**config.mk**
```make
export PLATFORM = sky130hd
export DESIGN_NAME = thermostat_sequencer
export DESIGN_NICKNAME = d
export VERILOG_FILES = /design/src/rtl/thermostat_sequencer.sv
export SDC_FILE = /design/constraint.sdc
export NUM_CORES = 1
export LEC_CHECK = 0
export CAP_MARGIN = 0
export CORE_MARGIN = 2
export CORE_UTILIZATION = 52
export DETAILED_ROUTE_END_ITERATION = 10
export PLACE_DENSITY = 0.8
export SYNTH_ARGS = -nofsm -noshare
export SYNTH_HDL_FRONTEND = slang
export SYNTH_SLANG_ARGS = --single-unit
```
**constraint.sdc**
```tcl
create_clock -name clk -period 3.1 [get_ports clk]
set_clock_uncertainty 0.15 [all_clocks]
set_input_delay 0.465 -clock clk [delete_from_list [all_inputs] [get_ports clk]]
set_output_delay 0.465 -clock clk [all_outputs]
set_load 0.01 [all_outputs]
```
**src/rtl/thermostat_sequencer.sv**
```systemverilog
// Temperature control loop that time-shares one external comparator.
// Three comparisons per sample feed a dwell-protected heat/cool decision.
module thermostat_sequencer #(
    parameter int BIT_WIDTH   = 8,
    parameter int MIN_DWELL   = 16,
    parameter int ALARM_COUNT = 4
) (
    input  logic                 clk,
    input  logic                 rst_n,
    input  logic                 enable,
    input  logic                 temp_valid,
    input  logic [BIT_WIDTH-1:0] temp_data,
    input  logic [BIT_WIDTH-1:0] setpoint,
    input  logic [BIT_WIDTH-1:0] hysteresis,
    output logic [BIT_WIDTH-1:0] cmp_a,
    output logic [BIT_WIDTH-1:0] cmp_b,
    input  logic                 cmp_gt,
    input  logic                 cmp_eq,
    input  logic                 cmp_lt,
    output logic                 ready,
    output logic                 heater_on,
    output logic                 cooler_on,
    output logic                 alarm,
    output logic                 done,
    output logic                 sample_dropped
);

    localparam int DW = $clog2(MIN_DWELL + 1);
    localparam int AW = $clog2(ALARM_COUNT + 1);
    localparam logic [DW-1:0] DWELL_LOAD = DW'(MIN_DWELL);
    localparam logic [AW-1:0] ALARM_MAX  = AW'(ALARM_COUNT);

    typedef enum logic [2:0] {
        S_IDLE,
        S_CMP_LO,
        S_CMP_SP,
        S_CMP_HI,
        S_DECIDE
    } state_t;

    typedef enum logic [1:0] {
        M_OFF,
        M_HEAT,
        M_COOL
    } mode_t;

    state_t state_q, state_d;
    mode_t  mode_q, mode_d, req_mode;

    logic [BIT_WIDTH-1:0] temp_q, sp_q, hyst_q;
    logic [BIT_WIDTH-1:0] low_th, high_th;
    logic [BIT_WIDTH:0]   lo_diff, hi_sum;
    logic                 below_lo, ge_sp, le_sp, above_hi;
    logic [DW-1:0]        dwell_q, dwell_d, dwell_dec;
    logic [AW-1:0]        acnt_q, acnt_d;
    logic                 accept;

    // Thresholds are widened by one bit so the borrow/carry drives the clamp.
    assign lo_diff = {1'b0, sp_q} - {1'b0, hyst_q};
    assign hi_sum  = {1'b0, sp_q} + {1'b0, hyst_q};
    assign low_th  = lo_diff[BIT_WIDTH] ? '0 : lo_diff[BIT_WIDTH-1:0];
    assign high_th = hi_sum[BIT_WIDTH] ? '1 : hi_sum[BIT_WIDTH-1:0];

    assign heater_on = (mode_q == M_HEAT);
    assign cooler_on = (mode_q == M_COOL);
    assign accept    = (state_q == S_IDLE) && temp_valid && enable;

    always_comb begin
        state_d = state_q;
        cmp_a   = '0;
        cmp_b   = '0;
        ready   = 1'b0;
        unique case (state_q)
            S_IDLE: begin
                ready = 1'b1;
                if (accept) state_d = S_CMP_LO;
            end
            S_CMP_LO: begin
                cmp_a   = temp_q;
                cmp_b   = low_th;
                state_d = S_CMP_SP;
            end
            S_CMP_SP: begin
                cmp_a   = temp_q;
                cmp_b   = sp_q;
                state_d = S_CMP_HI;
            end
            S_CMP_HI: begin
                cmp_a   = temp_q;
                cmp_b   = high_th;
                state_d = S_DECIDE;
            end
            S_DECIDE: state_d = S_IDLE;
            default:  state_d = S_IDLE;
        endcase
        if (!enable) state_d = S_IDLE;
    end

    always_comb begin
        req_mode = mode_q;
        unique case (mode_q)
            M_OFF: begin
                if (below_lo)      req_mode = M_HEAT;
                else if (above_hi) req_mode = M_COOL;
            end
            M_HEAT:  if (ge_sp) req_mode = M_OFF;
            M_COOL:  if (le_sp) req_mode = M_OFF;
            default: req_mode = M_OFF;
        endcase
    end

    always_comb begin
        dwell_dec = (dwell_q == '0) ? '0 : dwell_q - DW'(1);
        mode_d    = mode_q;
        dwell_d   = dwell_dec;
        acnt_d    = acnt_q;
        if (state_q == S_DECIDE) begin
            // A blocked request is dropped; the next sample re-raises it.
            if (req_mode != mode_q && dwell_q == '0) begin
                mode_d  = req_mode;
                dwell_d = DWELL_LOAD;
            end
            if (below_lo || above_hi)
                acnt_d = (acnt_q == ALARM_MAX) ? acnt_q : acnt_q + AW'(1);
            else
                acnt_d = '0;
        end
        if (!enable) begin
            mode_d  = M_OFF;
            dwell_d = '0;
            acnt_d  = '0;
        end
    end

    always_ff @(posedge clk or negedge rst_n) begin
        if (!rst_n) begin
            state_q        <= S_IDLE;
            mode_q         <= M_OFF;
            dwell_q        <= '0;
            acnt_q         <= '0;
            alarm          <= 1'b0;
            done           <= 1'b0;
            sample_dropped <= 1'b0;
            temp_q         <= '0;
            sp_q           <= '0;
            hyst_q         <= '0;
            below_lo       <= 1'b0;
            ge_sp          <= 1'b0;
            le_sp          <= 1'b0;
            above_hi       <= 1'b0;
        end else begin
            state_q        <= state_d;
            mode_q         <= mode_d;
            dwell_q        <= dwell_d;
            acnt_q         <= acnt_d;
            alarm          <= (acnt_d == ALARM_MAX);
            done           <= enable && (state_q == S_DECIDE);
            sample_dropped <= temp_valid && !(state_q == S_IDLE && enable);
            if (accept) begin
                temp_q <= temp_data;
                sp_q   <= setpoint;
                hyst_q <= hysteresis;
            end
            if (state_q == S_CMP_LO) below_lo <= cmp_lt;
            if (state_q == S_CMP_SP) begin
                ge_sp <= cmp_gt | cmp_eq;
                le_sp <= cmp_lt | cmp_eq;
            end
            if (state_q == S_CMP_HI) above_hi <= cmp_gt;
        end
    end

endmodule

```
**Run 1: supply network**

Drawn at 6 px/um. Pins as bars on the die edge. Tap cells in grey.
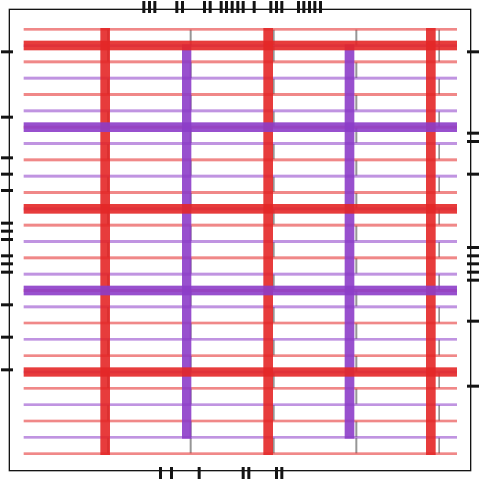
net	colour
VDD	purple
VSS	red
signal pins	53
met1 rails	27
tap cells	70

**Run 1: placement by cell class**

Drawn at 6 px/um. Fill, decap, tap and diode cells in grey.
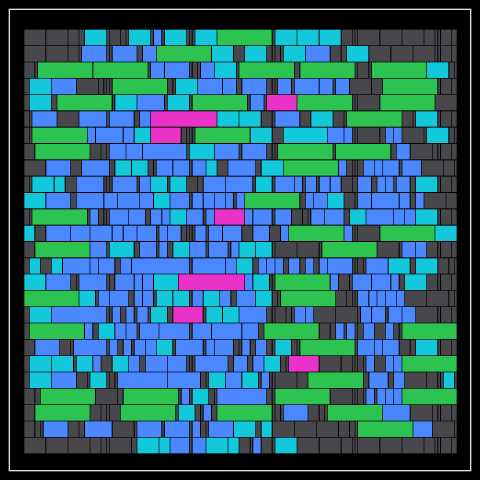
class	colour	cells	share of their area
clock drivers and dummy loads	magenta	7	3.5%
flops	green	44	30%
combinational and other logic	blue	225	45%
other buffers and delay cells	cyan	90	21%
area of the core: 0.00511 mm^2
post-route standard cell area excluding fillers: 0.00377 mm^2
sequential fraction of total cell area: 29.2%
final core area utilization: 73.8%

**Run 1: clock distribution**

Drawn at 4 px/um.
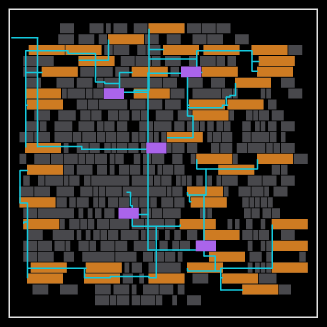
[clock wires] cyan | length: 548 um
[flip-flops] orange | count: 44
[clock drivers] purple | count: 5
routed clock nets	6
flops lie	all over the die
clock share of power: 17.3%
clock latency on the worst-skew pair: 0.30 ns
clock group total power: 0.510 mW

**Run 1: routed metal, one colour a layer**

Drawn at 6 px/um.
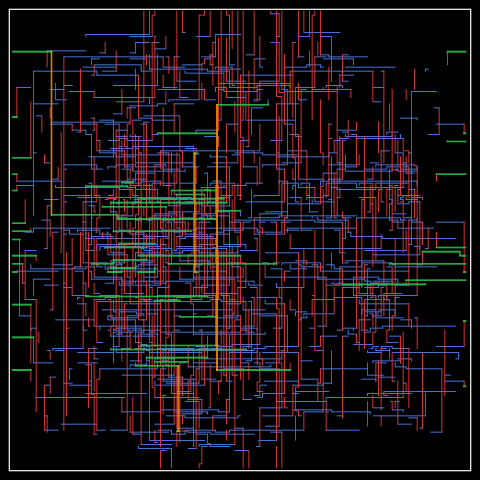
layer	colour	wire length
metal 2	red	3430 um
metal 4	orange	102 um
metal 3	green	392 um
metal 1	blue	2660 um

==> qor.rpt, run 1 <==
TIMING
----------------------------------------------------------------------------
Final Setup Violations                                                     2
Hold Fails Final Rpt                                                       0
Max-slew violation total from the final report                             0
Final worst setup slack                                          -0.00882 ns
Achievable Freq                                                    0.322 GHz
Crit share post-route                                                   100%

PWR
----------------------------------------------------------------------------
Net Sw Frac                                                            36.8%
Maximum resistive drop on vdd                                     0.000495 V
Static Leak                                                          1.72 nW
Internal Dissipation                                                 1.86 mW
Combinational Power Share                                              55.2%

DRT
----------------------------------------------------------------------------
Average vias per placed instance                                        5.57
Highest metal layer with signal wires                                   met4
Count of vias placed by the detailed router                             2428
Met1 Routed Length                                                   2660 um

PLACEMENT
----------------------------------------------------------------------------
Number of placed instances, taps included                                420
Final RePlAce weighted congestion                                      0.890

FINISH
----------------------------------------------------------------------------
Largest registers                                               hyst_q (8), sp_q (8), temp_q (8)
Most common library cell in the layout ignoring fill and taps        dfrtp_1
Area grow syn2layout                                                   37.2%
Signal buf overhead                                                    20.8%

STATUS
----------------------------------------------------------------------------
Violated checks                                                 setup timing
Result of the run                                               finished with violations

CTS
----------------------------------------------------------------------------
Clock slew at reported path FFs                                      0.08 ns
Hold buffers post-CTS                                                      0
Number of buffers inserted during clock tree synthesis                     5
Total setup buffers inserted after CTS                                     8

LOGIC SYNTHESIS
----------------------------------------------------------------------------
Synth top cell by count                                              dfrtp_1
Count of synthesis-stage warnings from yosys                               0
Synth area leader                                                    dfrtp_1
Share of synthesized registers carrying an async set or reset           100%
Avg Synthesized Cell Area                                          9.87 um^2
Cells after synthesis                                                    278
Number of enable flip-flop cells                                           0
Yosys adder share                                                      10.1%
Top cell area share                                                    40.1%
Synth unique cells                                                        53

WORST SETUP PATH
----------------------------------------------------------------------------
Critical path endpoint category                                 primary output
Worst path max stage delay                                           0.38 ns
Worst r2r src                                                     state_q[0]
Maximum fanout count along the critical path                               4
Number of cells on the worst reg-to-reg path                               5

FLOORPLANNING
----------------------------------------------------------------------------
DIE AREA                                                        0.00588 mm^2

## Run 2: what changed since run 1
- CORE_UTILIZATION: 52 -> 47
- PLACE_DENSITY: 0.8 -> 0.76
- clock period: 3.1 -> 2.7 ns (I/O delays scaled with it)
**Run 2: routed metal, one colour a layer**

Drawn at 6 px/um.
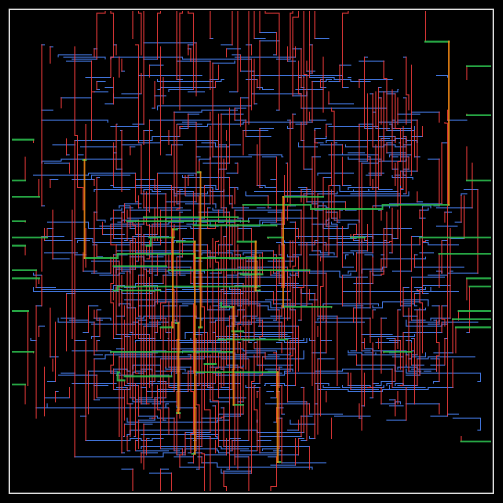
layer	colour	wire length
metal 1	blue	3030 um
metal 3	green	394 um
metal 2	red	3810 um
metal 4	orange	194 um
drt total wl: 7430 um
count of vias placed by the detailed router: 2498
wire per inst: 16.1 um
GRT Overall Usage: 23.6%

==> qor.rpt, run 2 <==
STATUS
----------------------------------------------------------------------------
Result of the run                                               finished with violations
Violated checks                                                 setup timing

FINISH
----------------------------------------------------------------------------
Post-route standard cell area excluding fillers                 0.00395 mm^2
Area grow syn2layout                                                   43.8%
Most common library cell in the layout ignoring fill and taps          buf_4
Final core area utilization                                            70.8%
Sequential fraction of total cell area                                 27.9%

TIMING
----------------------------------------------------------------------------
Final worst setup slack                                            -0.422 ns
Crit share post-route                                                   116%
Final Setup Violations                                                     8
Max-slew violation total from the final report                             0
Achievable Freq                                                    0.320 GHz

PWR
----------------------------------------------------------------------------
Static Leak                                                          1.81 nW
Maximum resistive drop on vdd                                     0.000502 V
Clock share of power                                                   12.6%
Clock group total power                                             0.441 mW
Internal Dissipation                                                 2.15 mW

PLACEMENT
----------------------------------------------------------------------------
Number of placed instances, taps included                                438
Final RePlAce weighted congestion                                      0.851

CTS
----------------------------------------------------------------------------
Total setup buffers inserted after CTS                                    11
Hold buffers post-CTS                                                      1
Clock slew at reported path FFs                                      0.08 ns
Clock latency on the worst-skew pair                                 0.30 ns

LOGIC SYNTHESIS
----------------------------------------------------------------------------
Yosys adder share                                                      10.1%
Count of synthesis-stage warnings from yosys                               0
Synthesized-area fraction occupied by xor and xnor cells               2.87%
Avg Synthesized Cell Area                                          9.87 um^2
Number of enable flip-flop cells                                           0
Synth unique cells                                                        53
Area of the mapped netlist                                      0.00275 mm^2
Synth top cell by count                                              dfrtp_1
Cells after synthesis                                                    278
Share of synthesized registers carrying an async set or reset           100%
Synth area leader                                                    dfrtp_1
Top cell area share                                                    40.1%

WORST SETUP PATH
----------------------------------------------------------------------------
Worst path max stage delay                                           0.40 ns
Worst r2r src                                                     state_q[0]
Maximum fanout count along the critical path                               4
Crit. Startpoint                                                     sp_q[0]

FLOORPLANNING
----------------------------------------------------------------------------
Area of the core                                                0.00557 mm^2
DIE AREA                                                        0.00647 mm^2

DRT
----------------------------------------------------------------------------
Average vias per placed instance                                        5.42
Highest metal layer with signal wires                                   met4

Power figures rest on the tool's default switching activity, not on a simulated workload.
